## src/rtl/vco_band_cal.sv

```systemverilog
// Coarse VCO band calibration: 5-bit binary search on tune using a refclk-timed edge count.
// Define VCO_BAND_CAL_RANGE_EN to flag results pinned at either end of the tune range.
module vco_band_cal #(
    parameter int unsigned WINDOW = 256,
    parameter int unsigned SETTLE = 16
) (
    input  logic        refclk,
    input  logic        rst_n,
    input  logic        start,
    input  logic        vco_div,
    input  logic [15:0] target_cnt,
    output logic [4:0]  tune,
    output logic        busy,
    output logic        done,
    output logic        err
);

    localparam int unsigned TMAX = (WINDOW > SETTLE) ? WINDOW : SETTLE;
    localparam int unsigned TW   = $clog2(TMAX + 1);
    localparam logic [TW-1:0] SETTLE_LAST = TW'(SETTLE - 1);
    localparam logic [TW-1:0] WINDOW_LAST = TW'(WINDOW - 1);

    typedef enum logic [2:0] {
        StIdle,
        StSettle,
        StCount,
        StDecide,
        StDone
    } state_e;

    state_e        r_state;
    logic [4:0]    r_tune;
    logic          r_busy;
    logic          r_done;
    logic          r_err;
    logic [2:0]    r_idx;
    logic [TW-1:0] r_timer;
    logic [15:0]   r_count;
    logic          r_sync1;
    logic          r_sync2;
    logic          r_sync3;

    logic          w_edge;
    logic          w_keep;
    logic [4:0]    w_tune_next;
    logic          w_range_err;

    always_ff @(posedge refclk or negedge rst_n) begin
        if (!rst_n) begin
            r_sync1 <= 1'b0;
            r_sync2 <= 1'b0;
            r_sync3 <= 1'b0;
        end else begin
            r_sync1 <= vco_div;
            r_sync2 <= r_sync1;
            r_sync3 <= r_sync2;
        end
    end

    assign w_edge = r_sync2 & ~r_sync3;
    assign w_keep = (r_count < target_cnt);

    always_comb begin
        w_tune_next = r_tune;
        if (!w_keep) begin
            w_tune_next[r_idx] = 1'b0;
        end
        if (r_idx != 3'd0) begin
            w_tune_next[r_idx - 3'd1] = 1'b1;
        end
    end

`ifdef VCO_BAND_CAL_RANGE_EN
    // Only meaningful on the last decision, where w_tune_next is the final code.
    assign w_range_err = ((w_tune_next == 5'b00000) && !w_keep) ||
                         ((w_tune_next == 5'b11111) && w_keep);
`else
    assign w_range_err = 1'b0;
`endif

    always_ff @(posedge refclk or negedge rst_n) begin
        if (!rst_n) begin
            r_state <= StIdle;
            r_tune  <= 5'b01111;
            r_busy  <= 1'b0;
            r_done  <= 1'b0;
            r_err   <= 1'b0;
            r_idx   <= 3'd0;
            r_timer <= '0;
            r_count <= 16'd0;
        end else begin
            case (r_state)
                StIdle, StDone: begin
                    if (start) begin
                        r_state <= StSettle;
                        r_tune  <= 5'b10000;
                        r_idx   <= 3'd4;
                        r_busy  <= 1'b1;
                        r_done  <= 1'b0;
                        r_err   <= 1'b0;
                        r_timer <= '0;
                    end
                end
                StSettle: begin
                    if (r_timer == SETTLE_LAST) begin
                        r_timer <= '0;
                        r_count <= 16'd0;
                        r_state <= StCount;
                    end else begin
                        r_timer <= r_timer + 1'b1;
                    end
                end
                StCount: begin
                    if (w_edge && (r_count != 16'hFFFF)) begin
                        r_count <= r_count + 16'd1;
                    end
                    if (r_timer == WINDOW_LAST) begin
                        r_timer <= '0;
                        r_state <= StDecide;
                    end else begin
                        r_timer <= r_timer + 1'b1;
                    end
                end
                StDecide: begin
                    r_tune <= w_tune_next;
                    if (r_idx != 3'd0) begin
                        r_idx   <= r_idx - 3'd1;
                        r_state <= StSettle;
                    end else begin
                        // r_count is left untouched so it holds the final count in DONE.
                        r_state <= StDone;
                        r_busy  <= 1'b0;
                        r_done  <= 1'b1;
                        r_err   <= w_range_err;
                    end
                end
                default: r_state <= StIdle;
            endcase
        end
    end

    assign tune = r_tune;
    assign busy = r_busy;
    assign done = r_done;
    assign err  = r_err;

endmodule

```

## config.mk

```make
export PLATFORM = sky130hd
export DESIGN_NAME = vco_band_cal
export DESIGN_NICKNAME = d
export VERILOG_FILES = /design/src/rtl/vco_band_cal.sv
export SDC_FILE = /design/constraint.sdc
export NUM_CORES = 1
export LEC_CHECK = 0
export ABC_AREA = 1
export CAP_MARGIN = 0
export CORE_MARGIN = 2
export CORE_UTILIZATION = 45
export DETAILED_ROUTE_END_ITERATION = 10
export GPL_TIMING_DRIVEN = 0
export PLACE_DENSITY = 0.68
export SYNTH_ARGS = -nofsm -noshare
export SYNTH_HDL_FRONTEND = slang
export SYNTH_SLANG_ARGS = --single-unit
```

## constraint.sdc

```tcl
create_clock -name refclk -period 2.5 [get_ports refclk]
set_input_delay 0.625 -clock refclk [delete_from_list [all_inputs] [get_ports refclk]]
set_output_delay 0.625 -clock refclk [all_outputs]
set_load 0.005 [all_outputs]
```

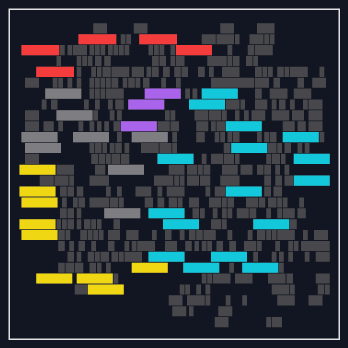
*Register map, names as in the netlist, run 1*
(4 px per um) Other sequential cells in the stronger gray, the rest of the logic in the fainter gray.
Red stands for tune, flops 5. Yellow stands for r_timer, flops 9. Purple stands for r_idx, flops 3. Cyan stands for r_count, flops 16.
Util after Layout: 0.545
FF+latch area: 0.00103 sq mm

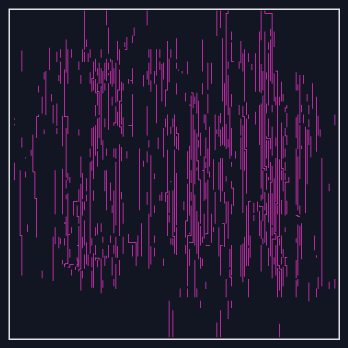
*M2 wires, run 1*
(4 px per um)
The layer holds 48% of the routed length. 340 nets have wire on it. The wires run mostly vertical. The longest straight run is 33.7 um. The layer carries 2790 um of wire.
via count: 2357
M2 GR Usage: 0.342
routed wire length: 5750 um

==> run_results.csv, run 1 <==
group,metric,value,unit
global_routing,grt_use_met3,0.0337,
timing,finalClockSkew,5.55,ps
run,cap_viol_max_count,0,
die,ioPinCount,28,
timing,fin_setup_tns,0,ps
timing,max_freq,0.463,GHz
worst_setup_path,crit_chain,"clkdlybuf4s50_1 -> inv_1 -> ha_1 -> a21oi_1 -> nor2_1 -> nor3_1 -> nand2_1 -> nand2_1 -> nand2_1 -> nand2_1 -> nand2_1 -> nand2_1 -> nand2_1 -> nand2_1",
worst_setup_path,cpPeakStageDelay,450,ps
drt,route.met3.wl,205,um
timing,maxSlewViolCount,0,
worst_setup_path,worstSetupEndpointType,"flop",
worst_setup_path,crit_type,"in -> reg",
global_routing,overflow,0,
yosys,ys_seq_share,0.376,
yosys,yosysWarnings,0,
timing,slew_headroom,0.601,
timing,period_minus_slack,2160,ps
pwr,power_density,863,mW/mm^2
placement,placed_cell_area,0.00311,sq mm
yosys,ys_sh_adder,0.0957,
global_routing,grt_max_degree,39,
drt,drt_iter0_drc,116,
clock_network,clkSinkCount,41,
worst_setup_path,r2r_cells,13,
clock_network,postCtsSetupBuffers,0,
layout,layout-drive-gt1-share,0.111,
pwr,power.total,2.78,mW
worst_setup_path,r2r_slack,360,ps
yosys,synth_area,0.00275,sq mm
worst_setup_path,worstPathMaxFanout,5,
yosys,syn_inst,362,
layout,seq_cells,41,
yosys,largest_area_cell,"dfrtp_1",
layout,syn_to_final_growth,17.5,%
clock_network,cts_tree,"yes",
global_routing,gr-usage-met1,0.243,
clock_network,h-tree-depth,2,
layout,fin_nets,437,
layout,clockNetworkAreaShare,0.0345,
drt,top_layer,"met4",
layout,largest_register_ffs,16,
yosys,yosys_cells,362,
layout,sh_seq_area,0.320,
global_routing,antenna_found_initial,0,
worst_setup_path,cp_common_cell,"nand2_1",
layout,signal_buffers,34,
yosys,logic_family,"simple AND/OR/NAND/NOR gates",
worst_setup_path,crit_path_start,"target_cnt[5]",
yosys,synth_nets,403,
layout,comb_cells,248,
worst_setup_path,critical-path-top-delay-family,"simple AND/OR/NAND/NOR gates",
pwr,clkPwrFrac,0.194,
yosys,yosys.area_share.simple,0.270,
worst_setup_path,crit_path_start_kind,"primary input",
run_status,status,"finished, final reports clean",
yosys,yosys.cell_count.top_type,"nand2_1",
yosys,muxShareOfSynthArea,0,
clock_network,cts_hold_buffers,0,
pwr,power_frac_comb,0.469,
timing,finalHoldViolCount,0,
drt,ant_nets,0,
layout,layout.cells.non_filler,472,
global_routing,grt_pass1_vias,2308,
timing,worst_slew_pin_slew,599,ps
layout,layout_top_cell,"nand2_1",
die,fp.dieArea,0.00674,sq mm
placement,gp_congestion,0.783,
clock_network,ctsLongestPathBuffers,2,
pwr,p_comb,1.31,mW
timing,setup_viol,0,
worst_setup_path,reg2reg_to,"r_timer[1]$_DFFE_PN0P_",
pwr,power.leakage,1.62,nW
drt,routedWlPerCell,12.2,um
worst_setup_path,cp.arrival,2400,ps
yosys,async_flop_share,1.00,
drt,drt_first_pass_iters,4,
layout,sh_comb_area,0.440,
layout,stdcell_area,0.00323,sq mm
pwr,power_clock,0.539,mW
clock_network,clk_pin_slew,80,ps
yosys,edf_count,0,
die,rows,28,
yosys,ys_seq_elements,41,
drt,dr_wl_met2,2790,um
clock_network,cts_root_buffer,"clkbuf_8",
placement,numPlacedInstances,464,
die,taps,75,
placement,post-place-ws,21.8,ps
yosys,avgSynthCellArea,7.58,sq um
worst_setup_path,cp.buffers_inverters,2,
yosys,flop_cell,"dfrtp_1",
drt,vias_per_cell,4.99,
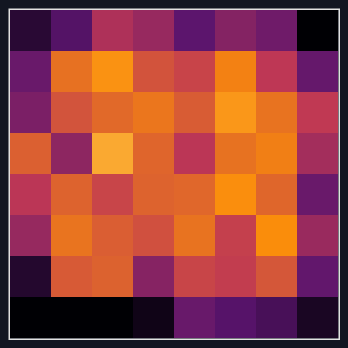
*Cell density map, run 1*
(4 px per um) The die is cut into 8 by 8 equal tiles; black is low, pale yellow is high, 0 to 100% covered.
The fullest tile reaches 81%. 6.2% of the tiles are nearly empty. The densest ninth of the die: center.
fp util: 0.464
Core Box Area: 0.00592 sq mm

## Run 2: what changed since run 1
Settings changed: SKIP_LAST_GASP from default to 1.
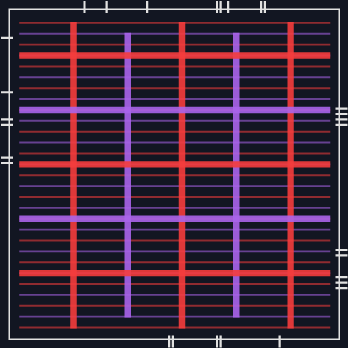
*Supply network, run 2*
(4 px per um) Pins as bars on the die edge.
Purple stands for VDD. Red stands for VSS.
28 signal pins sit on the boundary. The core has 28 rows. 29 met1 rails follow the rows.
VDD IR-drop max: 652 uV
chip height: 82.1 um
Die W: 82.1 um

==> run 2 against run 1 <==
Against the previous run:
- final area is the same
- total power unchanged
- routed wire length did not move
- sequential share of layout area stayed put
- final cell count unchanged
- combinational power is essentially flat
- fmax unchanged
- clock skew is the same
- critical endpoint unchanged
- largest power group unchanged
==> run_results.csv, run 2 <==
group,metric,value,unit
yosys,muxShareOfSynthArea,0,
worst_setup_path,r2r_cells,13,
worst_setup_path,critical-path-top-delay-family,"simple AND/OR/NAND/NOR gates",
global_routing,grt_pass1_vias,2308,
drt,route.met3.wl,205,um
timing,rsz0062_at_grt,"false",
clock_network,clkSinkCount,41,
yosys,syn_inst,362,
drt,drt_first_pass_iters,4,
placement,post-place-ws,21.8,ps
worst_setup_path,r2r_slack,360,ps
layout,sh_comb_area,0.440,
yosys,yosys.area_share.simple,0.270,
layout,finish.utilization,0.545,
min_path,min_path_type,"in -> async",
clock_network,h-tree-depth,2,
clock_network,cts_hold_buffers,0,
placement,port_buffers,26,
drt,num_vias,2357,
timing,period_minus_slack,2160,ps
clock_network,ctsLongestPathBuffers,2,
timing,setup_viol,0,
clock_network,clkLatencyLatePin,290,ps
pwr,clkPwrFrac,0.194,
pwr,power.leakage,1.62,nW
die,fp_util,0.464,
drt,dr_wl_met2,2790,um
clock_network,cts_buffers,5,
global_routing,antenna_found_initial,0,
layout,stdcell_area,0.00323,sq mm
yosys,common_cells,"nand2_1, inv_1, dfrtp_1",
placement,numPlacedInstances,464,
pwr,p_comb,1.31,mW
layout,layout_top_cells,"nand2_1, inv_1, dfrtp_1",
timing,hold_ws,130,ps
yosys,ys_sh_adder,0.0957,
clock_network,clk_pin_slew,80,ps
drt,routed_wl,5750,um
timing,max_freq,0.463,GHz
yosys,largest_area_cell,"dfrtp_1",
yosys,yosysWarnings,0,
layout,layout.cells.non_filler,472,
layout,signal_buffers,34,
worst_setup_path,cp.buffers_inverters,2,
pwr,power_leader,"combinational logic",
clock_network,cts_tree,"yes",
worst_setup_path,cp_common_cell,"nand2_1",
timing,fin_setup_tns,0,ps
global_routing,grt_pass1_wl,10100,um
clock_network,cts_root_buffer,"clkbuf_8",
placement,gp_congestion,0.783,
yosys,ys_seq_share,0.376,
layout,seq_cells,41,
global_routing,grtUsageTotal,0.193,
yosys,synth_area,0.00275,sq mm
yosys,edf_count,0,
timing,maxSlewViolCount,0,
worst_setup_path,endpoint,"tune[0]$_DFFE_PN1P_",
layout,largest_register_ffs,16,
yosys,yosys_cells,362,
yosys,yosysUniqueCellTypes,35,
worst_setup_path,crit_path_start_kind,"primary input",
worst_setup_path,cpPeakStageDelay,450,ps
yosys,synth_nets,403,
layout,clockNetworkAreaShare,0.0345,
layout,comb_area,0.00142,sq mm
worst_setup_path,crit_type,"in -> reg",
timing,slew_headroom,0.601,
layout,syn_to_final_growth,17.5,%
worst_setup_path,crit_path_start,"target_cnt[5]",
worst_setup_path,reg2reg_to,"r_timer[1]$_DFFE_PN0P_",
run_status,status,"finished, final reports clean",
run,cap_viol_max_count,0,
yosys,avgSynthCellArea,7.58,sq um
layout,diodes,0,
yosys,ys_chip_area,0.00275,sq mm
yosys,ys_sh_aoi,0.121,
worst_setup_path,crit_chain,"clkdlybuf4s50_1 -> inv_1 -> ha_1 -> a21oi_1 -> nor2_1 -> nor3_1 -> nand2_1 -> nand2_1 -> nand2_1 -> nand2_1 -> nand2_1 -> nand2_1 -> nand2_1 -> nand2_1",
yosys,flop_cell,"dfrtp_1",
pwr,p_seq_frac,0.338,
global_routing,overflow,0,
layout,largest_cell_class,"multi-input combinational cells",
pwr,p_sw_frac,0.428,
run,openroad.warnings,28,
worst_setup_path,worstSetupEndpointType,"flop",
timing,fin_crit_sh,0.863,
die,taps,75,
drt,routedWlPerCell,12.2,um
drt,ant_nets,0,
yosys,topCellsByArea,"dfrtp_1, nand2_1, ha_1",
timing,finalClockSkew,5.55,ps
worst_setup_path,worstPathMaxFanout,5,
yosys,logic_family,"simple AND/OR/NAND/NOR gates",
layout,layout_top_cell,"nand2_1",
pwr,power_clock,0.539,mW
layout,comb_cells,248,
worst_setup_path,crit_required,2740,ps
drt,top_layer,"met4",
global_routing,gr-usage-met1,0.243,
global_routing,grt_use_met3,0.0337,
layout,layout-drive-gt1-share,0.111,
timing,finalHoldViolCount,0,
layout,fin_nets,437,
pwr,power_frac_comb,0.469,
drt,drt_iter0_drc,116,
clock_network,postCtsSetupBuffers,0,
die,core-area,0.00592,sq mm
yosys,synth_top_area_share,0.337,
layout,seq_area,0.00103,sq mm
worst_setup_path,r2r_start,"r_timer[0]$_DFFE_PN0P_",
yosys,ys_seq_elements,41,
global_routing,grt_use_met2,0.342,
layout,inverters_excl_clock,66,
layout,fillCellCount,582,
pwr,power_density,863,mW/mm^2
die,rows,28,
pwr,p_switching,1.19,mW
pwr,power.total,2.78,mW
placement,placed_cell_area,0.00311,sq mm
layout,top_register,"r_count",
timing,fin_ws,342,ps
yosys,yosys.cell_count.top_type,"nand2_1",
worst_setup_path,cp.arrival,2400,ps
drt,vias_per_cell,4.99,
worst_setup_path,path_depth,14,
layout,buf_share,0.0989,
die,fp.dieArea,0.00674,sq mm
yosys,async_flop_share,1.00,
timing,worst_slew_pin_slew,599,ps
die,ioPinCount,28,
global_routing,grt_max_degree,39,
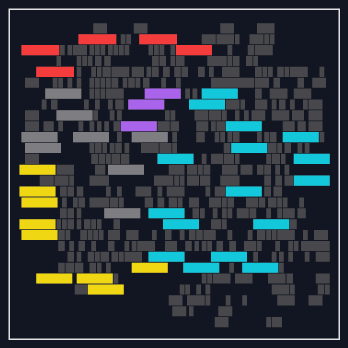
*Register map, names as in the netlist, run 2*
(4 px per um) Other sequential cells in the stronger gray, the rest of the logic in the fainter gray.
Cyan stands for r_count, flops 16. Yellow stands for r_timer, flops 9. Purple stands for r_idx, flops 3. Red stands for tune, flops 5.
Another 8 sequential cells are not colored.
Power Sequential: 0.939 mW
Seq/total area: 0.320

## Run 3: what changed since run 2
Settings changed: RECOVER_POWER from default to 25.
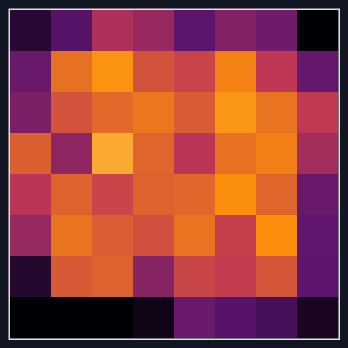
*Cell density map, run 3*
(4 px per um) The die is cut into 8 by 8 equal tiles; black is low, pale yellow is high, 0 to 100% covered.
6.2% of the tiles are nearly empty. The densest ninth of the die: center. 7.8% of the tiles are over 75% full. The emptiest ninth of the die: lower left. The fullest tile reaches 81%. The mean over all tiles is 46%.
Util after Layout: 0.542

==> run 3 against run 2 <==
Against the previous run:
- synthesized area stayed put
- combinational power hardly changed
- routed wire length hardly changed
- hold slack better by 9.2 ps
- final cell count stayed put
- critical path depth stayed put
- critical path type unchanged
==> run_results.csv, run 3 <==
group,metric,value,unit
run_status,status,"finished, final reports clean",
worst_setup_path,path_depth,14,
timing,max_freq,0.464,GHz
clock_network,cts_root_buffer,"clkbuf_8",
drt,drt_first_pass_iters,4,
yosys,async_flop_share,1.00,
pwr,power.leakage,1.61,nW
global_routing,grt_use_met2,0.342,
layout,buf_share,0.0943,
global_routing,gr-usage-met1,0.243,
worst_setup_path,cp.arrival,2400,ps
pwr,p_comb,1.30,mW
layout,fin_nets,437,
layout,comb_area,0.00142,sq mm
clock_network,cts_hold_buffers,0,
worst_setup_path,r2r_slack,360,ps
yosys,yosys.area_share.simple,0.270,
timing,slew_headroom,0.363,
die,rows,28,
clock_network,clk_pin_slew,80,ps
die,die_h,82.1,um
worst_setup_path,crit_path_start_kind,"primary input",
timing,maxSlewViolCount,0,
placement,numPlacedInstances,464,
layout,diodes,0,
drt,num_vias,2355,
timing,fin_setup_tns,0,ps
layout,seq_cells,41,
timing,setup_viol,0,
yosys,synth_top_area_share,0.337,
timing,period_minus_slack,2160,ps
drt,routed_wl,5760,um
die,die_w,82.1,um
layout,clockNetworkAreaShare,0.0347,
timing,worst_slew_pin_slew,955,ps
pwr,clkPwrFrac,0.193,
yosys,muxShareOfSynthArea,0,
global_routing,grt_pass1_wl,10100,um
run,cap_viol_max_count,0,
pwr,power_leader,"combinational logic",
layout,top_register,"r_count",
min_path,min_path_type,"in -> async",
layout,layout_top_cell,"nand2_1",
global_routing,overflow,0,
yosys,edf_count,0,
yosys,yosysWarnings,0,
drt,route.met3.wl,196,um
yosys,ys_chip_area,0.00275,sq mm
layout,seq_area,0.00103,sq mm
placement,post-place-ws,21.8,ps
pwr,sequentialPower,0.940,mW
yosys,ys_sh_adder,0.0957,
die,core-area,0.00592,sq mm
worst_setup_path,r2r_start,"r_timer[0]$_DFFE_PN0P_",
yosys,yosys.cell_count.top_type,"nand2_1",
pwr,power.total,2.78,mW
clock_network,postCtsSetupBuffers,0,
placement,gp_congestion,0.783,
timing,rsz0062_at_grt,"false",
yosys,topCellsByArea,"dfrtp_1, nand2_1, ha_1",
yosys,flop_cell,"dfrtp_1",
pwr,ir_worst_vdd,652,uV
pwr,p_sw_frac,0.428,
worst_setup_path,cp.buffers_inverters,2,
yosys,yosysUniqueCellTypes,35,
pwr,power_density,866,mW/mm^2
layout,sh_comb_area,0.442,
yosys,ys_seq_share,0.376,
worst_setup_path,crit_chain,"clkdlybuf4s50_1 -> inv_1 -> ha_1 -> a21oi_1 -> nor2_1 -> nor3_1 -> nand2_1 -> nand2_1 -> nand2_1 -> nand2_1 -> nand2_1 -> nand2_1 -> nand2_1 -> nand2_1",
timing,fin_ws,344,ps
layout,layout-drive-gt1-share,0.108,
yosys,syn_inst,362,
worst_setup_path,critical-path-top-delay-family,"simple AND/OR/NAND/NOR gates",
worst_setup_path,crit_required,2740,ps
yosys,largest_area_cell,"dfrtp_1",
worst_setup_path,worstPathMaxFanout,5,
worst_setup_path,cp_common_cell,"nand2_1",
layout,comb_cells,248,
worst_setup_path,cpPeakStageDelay,450,ps
layout,inverters_excl_clock,66,
clock_network,cts_buffers,5,
global_routing,grtUsageTotal,0.193,
worst_setup_path,r2r_cells,13,
yosys,logic_family,"simple AND/OR/NAND/NOR gates",
layout,stdcell_area,0.00321,sq mm
yosys,synth_nets,403,
layout,signal_buffers,34,
worst_setup_path,reg2reg_to,"r_timer[1]$_DFFE_PN0P_",
yosys,ys_sh_aoi,0.121,
placement,placed_cell_area,0.00311,sq mm
run,openroad.warnings,28,
global_routing,grt_use_met3,0.0337,
timing,fin_crit_sh,0.862,
die,ioPinCount,28,
layout,layout_top_cells,"nand2_1, inv_1, dfrtp_1",
clock_network,cts_tree,"yes",
global_routing,antenna_found_initial,0,
layout,largest_register_ffs,16,
layout,sh_seq_area,0.321,
layout,syn_to_final_growth,16.9,%
drt,drt_iter0_drc,117,
worst_setup_path,crit_path_start,"target_cnt[5]",
clock_network,ctsLongestPathBuffers,2,
placement,port_buffers,26,
pwr,power_frac_comb,0.469,
layout,fillCellCount,585,
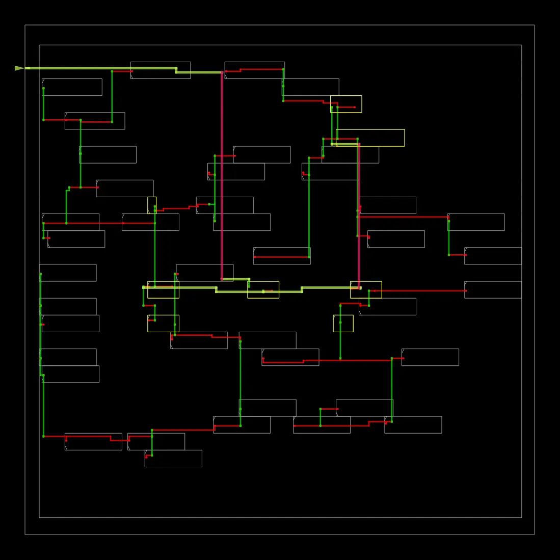
*Clock wiring as the flow saved it, run 3*
clock skew: 6.06 ps
Sink Count: 41
Insertion Delay late pin: 290 ps
Clk. pwr: 0.537 mW

Power is estimated from default activity; no workload was simulated.
